$ cat src/rtl/lsu_pkg.sv
// rtl/lsu_pkg.sv - shared encodings, state type and alignment helper for the load/store unit
package lsu_pkg;

  localparam logic [1:0] SZ_BYTE = 2'b00;
  localparam logic [1:0] SZ_HALF = 2'b01;
  localparam logic [1:0] SZ_WORD = 2'b10;

  typedef enum logic [1:0] {
    ST_IDLE = 2'b00,
    ST_REQ  = 2'b01,
    ST_WAIT = 2'b10,
    ST_RESP = 2'b11
  } state_t;

  // Size 2'b11 is treated as a word access, matching the bus-side decode.
  function automatic logic misaligned(input logic [1:0] size, input logic [1:0] off);
    case (size)
      SZ_BYTE: return 1'b0;
      SZ_HALF: return off[0];
      default: return (off != 2'b00);
    endcase
  endfunction

endpackage

$ cat src/rtl/RDataGen.sv
// rtl/RDataGen.sv - load data lane extraction with sign extension
module RDataGen
  import lsu_pkg::*;
(
  input  logic [1:0]  size,
  input  logic [1:0]  offset,
  input  logic [31:0] rdata,
  output logic [31:0] data
);

  logic [7:0]  byte_sel;
  logic [15:0] half_sel;

  // Pick the addressed lane out of the bus word and sign-extend it to 32 bits.
  always_comb begin
    byte_sel = rdata[8*offset +: 8];
    half_sel = offset[1] ? rdata[31:16] : rdata[15:0];
    data     = rdata;
    case (size)
      SZ_BYTE: data = {{24{byte_sel[7]}}, byte_sel};
      SZ_HALF: data = {{16{half_sel[15]}}, half_sel};
      default: data = rdata;
    endcase
  end

endmodule

$ cat src/rtl/st_align.sv
// rtl/st_align.sv - store data lane replication and byte strobe generation
module st_align
  import lsu_pkg::*;
(
  input  logic [1:0]  size,
  input  logic [1:0]  offset,
  input  logic [31:0] wdata,
  output logic [31:0] wdata_lane,
  output logic [3:0]  wstrb
);

  // Replicate the LSB-justified data across every lane so the strobes alone select the target bytes.
  always_comb begin
    wdata_lane = wdata;
    wstrb      = 4'b1111;
    case (size)
      SZ_BYTE: begin
        wdata_lane = {4{wdata[7:0]}};
        wstrb      = 4'b0001 << offset;
      end
      SZ_HALF: begin
        wdata_lane = {2{wdata[15:0]}};
        wstrb      = offset[1] ? 4'b1100 : 4'b0011;
      end
      default: begin
        wdata_lane = wdata;
        wstrb      = 4'b1111;
      end
    endcase
  end

endmodule

$ cat src/rtl/lsu_mem_ctrl.sv
// rtl/lsu_mem_ctrl.sv - single-outstanding load/store controller on a valid/ready memory bus
module lsu_mem_ctrl
  import lsu_pkg::*;
#(
  parameter int ADDR_W  = 32,
  parameter int TIMEOUT = 255,
  parameter int CNT_W   = $clog2(TIMEOUT + 1)
) (
  input  logic              clk,
  input  logic              rst,
  input  logic              req_valid,
  output logic              req_ready,
  input  logic              req_we,
  input  logic [1:0]        req_size,
  input  logic [ADDR_W-1:0] req_addr,
  input  logic [31:0]       req_wdata,
  output logic              mem_req_valid,
  input  logic              mem_req_ready,
  output logic              mem_we,
  output logic [ADDR_W-1:0] mem_addr,
  output logic [31:0]       mem_wdata,
  output logic [3:0]        mem_wstrb,
  input  logic              mem_rvalid,
  input  logic [31:0]       mem_rdata,
  output logic              resp_valid,
  input  logic              resp_ready,
  output logic [31:0]       resp_data,
  output logic              resp_err
);

  // A disabled timeout still needs a legal one-bit counter.
  localparam int CW = (CNT_W < 1) ? 1 : CNT_W;
  localparam logic [CW-1:0] TO_LAST = (TIMEOUT == 0) ? '0 : CW'(TIMEOUT - 1);

  state_t        state;
  logic          we_q;
  logic [1:0]    size_q;
  logic [1:0]    off_q;
  logic [CW-1:0] cnt;
  logic [31:0]   st_wdata;
  logic [3:0]    st_wstrb;
  logic [31:0]   ld_data;

  st_align u_st_align (
    .size       (req_size),
    .offset     (req_addr[1:0]),
    .wdata      (req_wdata),
    .wdata_lane (st_wdata),
    .wstrb      (st_wstrb)
  );

  RDataGen u_rdata_gen (
    .size   (size_q),
    .offset (off_q),
    .rdata  (mem_rdata),
    .data   (ld_data)
  );

  assign req_ready = (state == ST_IDLE);

  // Request/bus/response sequencing; all bus and response outputs are registered here.
  always_ff @(posedge clk) begin
    if (rst) begin
      state         <= ST_IDLE;
      we_q          <= 1'b0;
      size_q        <= SZ_BYTE;
      off_q         <= 2'b00;
      cnt           <= '0;
      mem_req_valid <= 1'b0;
      mem_we        <= 1'b0;
      mem_addr      <= '0;
      mem_wdata     <= '0;
      mem_wstrb     <= 4'b0000;
      resp_valid    <= 1'b0;
      resp_data     <= '0;
      resp_err      <= 1'b0;
    end else begin
      case (state)
        ST_IDLE: begin
          if (req_valid) begin
            we_q   <= req_we;
            size_q <= req_size;
            off_q  <= req_addr[1:0];
            if (misaligned(req_size, req_addr[1:0])) begin
              state      <= ST_RESP;
              resp_valid <= 1'b1;
              resp_err   <= 1'b1;
              resp_data  <= '0;
            end else begin
              state         <= ST_REQ;
              mem_req_valid <= 1'b1;
              mem_we        <= req_we;
              mem_addr      <= {req_addr[ADDR_W-1:2], 2'b00};
              mem_wdata     <= req_we ? st_wdata : 32'h0;
              mem_wstrb     <= req_we ? st_wstrb : 4'b0000;
            end
          end
        end
        ST_REQ: begin
          if (mem_req_ready) begin
            mem_req_valid <= 1'b0;
            cnt           <= '0;
            state         <= ST_WAIT;
          end
        end
        ST_WAIT: begin
          if (mem_rvalid) begin
            state      <= ST_RESP;
            resp_valid <= 1'b1;
            resp_err   <= 1'b0;
            resp_data  <= we_q ? 32'h0 : ld_data;
          end else begin
            cnt <= cnt + 1'b1;
            if ((TIMEOUT != 0) && (cnt == TO_LAST)) begin
              state      <= ST_RESP;
              resp_valid <= 1'b1;
              resp_err   <= 1'b1;
              resp_data  <= '0;
            end
          end
        end
        ST_RESP: begin
          if (resp_ready) begin
            resp_valid <= 1'b0;
            state      <= ST_IDLE;
          end
        end
        default: state <= ST_IDLE;
      endcase
    end
  end

endmodule

$ cat config.mk
export PLATFORM = sky130hd
export DESIGN_NAME = lsu_mem_ctrl
export DESIGN_NICKNAME = d
export VERILOG_FILES = /design/src/rtl/lsu_pkg.sv /design/src/rtl/RDataGen.sv /design/src/rtl/st_align.sv /design/src/rtl/lsu_mem_ctrl.sv
export SDC_FILE = /design/constraint.sdc
export NUM_CORES = 1
export LEC_CHECK = 0
export CAP_MARGIN = 20
export CORE_MARGIN = 2
export CORE_UTILIZATION = 41
export DETAILED_ROUTE_END_ITERATION = 16
export GPL_TIMING_DRIVEN = 0
export HOLD_SLACK_MARGIN = 0.02
export PLACE_DENSITY = 0.77
export SLEW_MARGIN = 20
export SYNTH_ARGS = -nofsm -noshare
export SYNTH_HDL_FRONTEND = slang
export SYNTH_HIERARCHICAL = 1
export SYNTH_SLANG_ARGS = --single-unit
$ cat constraint.sdc
create_clock -name clk -period 1.8 [get_ports clk]
set_input_delay 0.45 -clock clk [delete_from_list [all_inputs] [get_ports clk]]
set_output_delay 0.45 -clock clk [all_outputs]
set_load 0.03 [all_outputs]
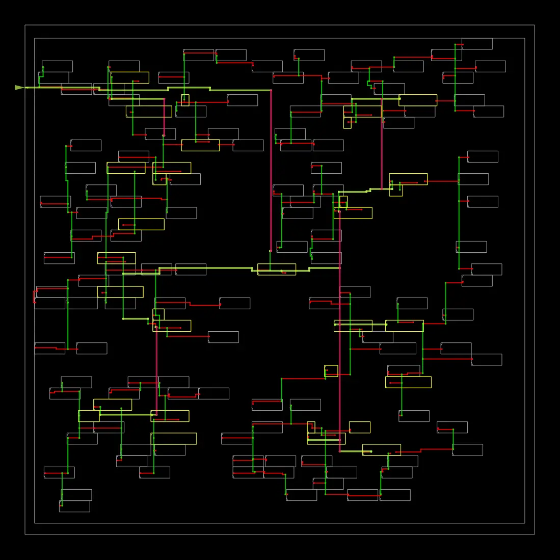
clock_nets.png
Num CTS Buffers: 17
Clock Latency Late Sink: 0.42 ns
FFs & Latches: 117
Fin Clk Skew: 0.00402 ns

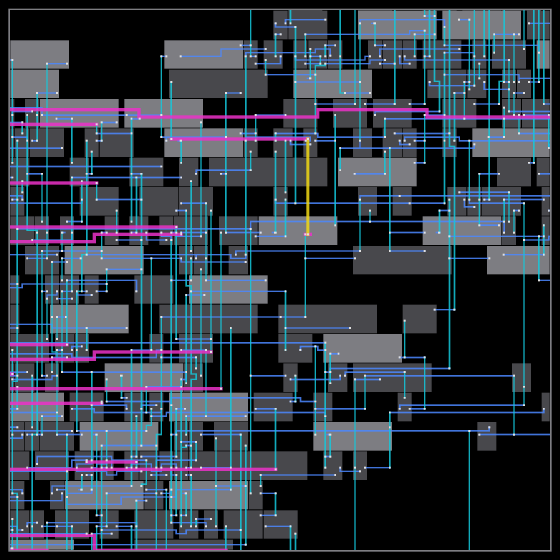
closeup.png
Region (6, 67) to (56, 117) um. Cells in grey, sequential cells in the stronger grey; small squares are vias.
Key: cyan = M2; yellow = M4; magenta = M3; blue = M1
Sequential cells in the window: 25. 149 logic cells have their middle in the window. Netlist names of flops here include `mem_addr` (25). Most frequent: nand2_1 (48), a21oi_1 (25), dfxtp_1 (25).

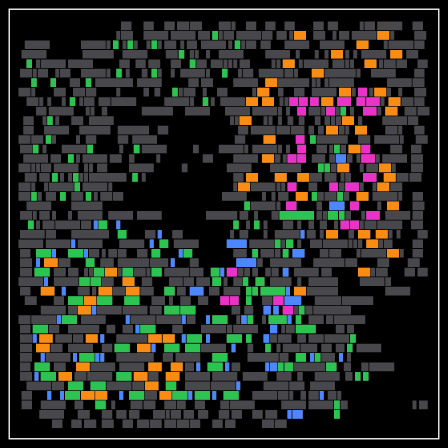
gates.png
Key: blue = nor cells [cells 61, most used nor2_1]; orange = mux cells [cells 66, most used mux2i_1, where all over the die]; magenta = non-inverting ao/oa cells [cells 30, most used a21o_1]; green = aoi and oai cells [cells 118, most used a21oi_1, where all over the die]
most instantiated logic cell after routing: nand2_1
final non-filler cell total: 1,085
combinational share of cell area: 0.364

==> out/metrics.csv <==
metric,value,unit
rsz0062_at_grt,yes,
violations,negative setup slack,
maxSlewViolCount,0,
edf_count,0,
final_util,0.638,
worstReg2RegEnd,cnt[7]$_SDFFE_PP0P_,
cp.arrival,2.16,ns
synth_flop_count,117,
clkCellAreaFrac,0.0745,
viasPerCell,5.19,
logic_gates,481,
area_growth,52.3,%
power_switching_share,0.321,
async_flop_share,0,
drc_errors,0,
antenna_found_initial,1,
wl_per_cell,16.6,um
place_hpwl,13.1,mm
diodes,1,
endpoint,cnt[7]$_SDFFE_PP0P_,
synth.largest_area_cell,dfxtp_1,
fin_ws,-0.00742,ns
status,"finished, violations left",
grt-ovfl-total,0,
p_seq_frac,0.300,
cts.clk_slew.worst_paths,0.06,ns
n_all_buffers,267,
path_class,flop to flop,
top_logic_kind,AND-OR/OR-AND gates,
slowest_stage,or4b_4,
min_from,req_valid,
cts_hold_buf,0,
io_pins,210,
slowest_delay,0.56,ns
timing.rr.start,state[0]$_SDFFE_PP0P_,
layout_top_cells,"nand2_1 (150), dfxtp_1 (115), dlygate4sd2_1 (106)",
synth_warnings,6,
core_area,13800,um2
grt_pass1_vias,5631,
synth.mux.area_fraction,0.117,
crit_path_end_kind,flop,
crit_required,2.15,ns
drive_gt1_frac,0.191,
yosysCellCount,660,
hold_viol,0,
internal_power,6730,uW
n_all_inverters,7,
bufAreaShareNonClock,0.266,
post-synth-top-count-cell,nand2_1,
dr.first_iter.drc_count,306,
cts_sinks,117,
maxUsedRoutingLayer,met4,
n_fill_cell,1210,
yosysChipArea,5790,um2
fin_crit,1.81,ns
nClkBuffers,19,
setup_viol,1,
path_max_fanout,7,
grt_util_all_layers,0.242,
pg_clk,3740,uW
grt_pass1_wl,28.2,mm
slew_headroom,0.609,
initial_core_util,0.419,
max_slew.worst_pin.slew,0.582,ns
min_path_type,input port to flop,
synth.cellmix.adderShare,0.0151,
fmaxAchievable,0.553,GHz
netlist_top_cells_count,"nand2_1 (151), dfxtp_1 (117), mux2i_1 (50)",
critPathTopFamily,simple AND/OR/NAND/NOR gates,
vdd_drop_max,0.000626,V
routed-wl-met2,8.52,mm
log.warning_count,33,
pwr-share-comb,0.322,
logic_area,3210,um2
ctsRootBufferMaster,clkbuf_16,
maxPowerGroup,the clock network,
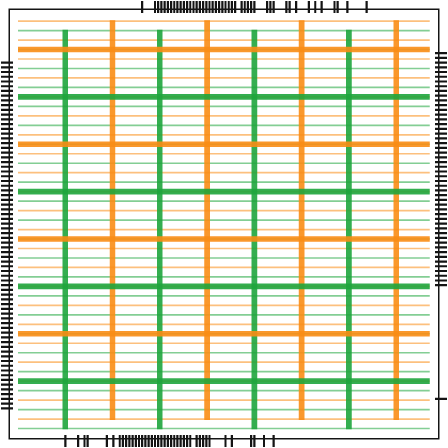
floorplan.png
Pins as bars on the die edge.
Key: green = VSS; orange = VDD
210 signal pins sit on the boundary. The core has 43 rows. 8 straps on met4. 44 met1 rails follow the rows.

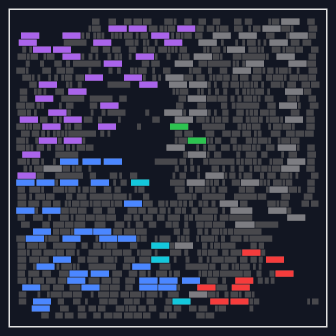
ff_map.png
Key: purple = `mem_addr` [placed flops 30, where upper left]; cyan = `mem_wstrb` [placed flops 4, where bottom centre]; blue = `mem_wdata` [placed flops 32]; green = `size_q` [placed flops 2]; red = `cnt` [placed flops 8, where lower right]
Another 41 sequential cells are not coloured.
sequential power: 2980 uW
flop share of the area: 0.266

metrics by stage:
step | total power (uW) | instance area (um2) | setup TNS, ns | std cells
floorplan | 5060 | 5810 | 0 | 661
global route | 10400 | 8820 | -0.274 | 1085
detailed placement | 6080 | 8090 | -72.28 | 1046
CTS | 9830 | 8710 | -0.00591 | 1079
finish | 9910 | 8820 | -0.00742 | 1085
global placement | 6060 | 8090 | -70.24 | 1046
metal layers:
metal | up-vias | global-route usage
met3 | 31 | 0.0957
li1 | 2749 | -
met5 | - | 0
met1 | 2624 | 0.280
met4 | 0 | 0.0934
met2 | 226 | 0.401
registers in the layout (all words and copies together) (netlist names):
register,cells
mem_wstrb,4
off_q,2
mem_wdata,32
cnt,8
mem_addr,30
we_q,1
resp_err,1
mem_we,1
resp_data,32
mem_req_valid,1
state,2
size_q,2
resp_valid,1
Power and IR drop assume default switching activity.
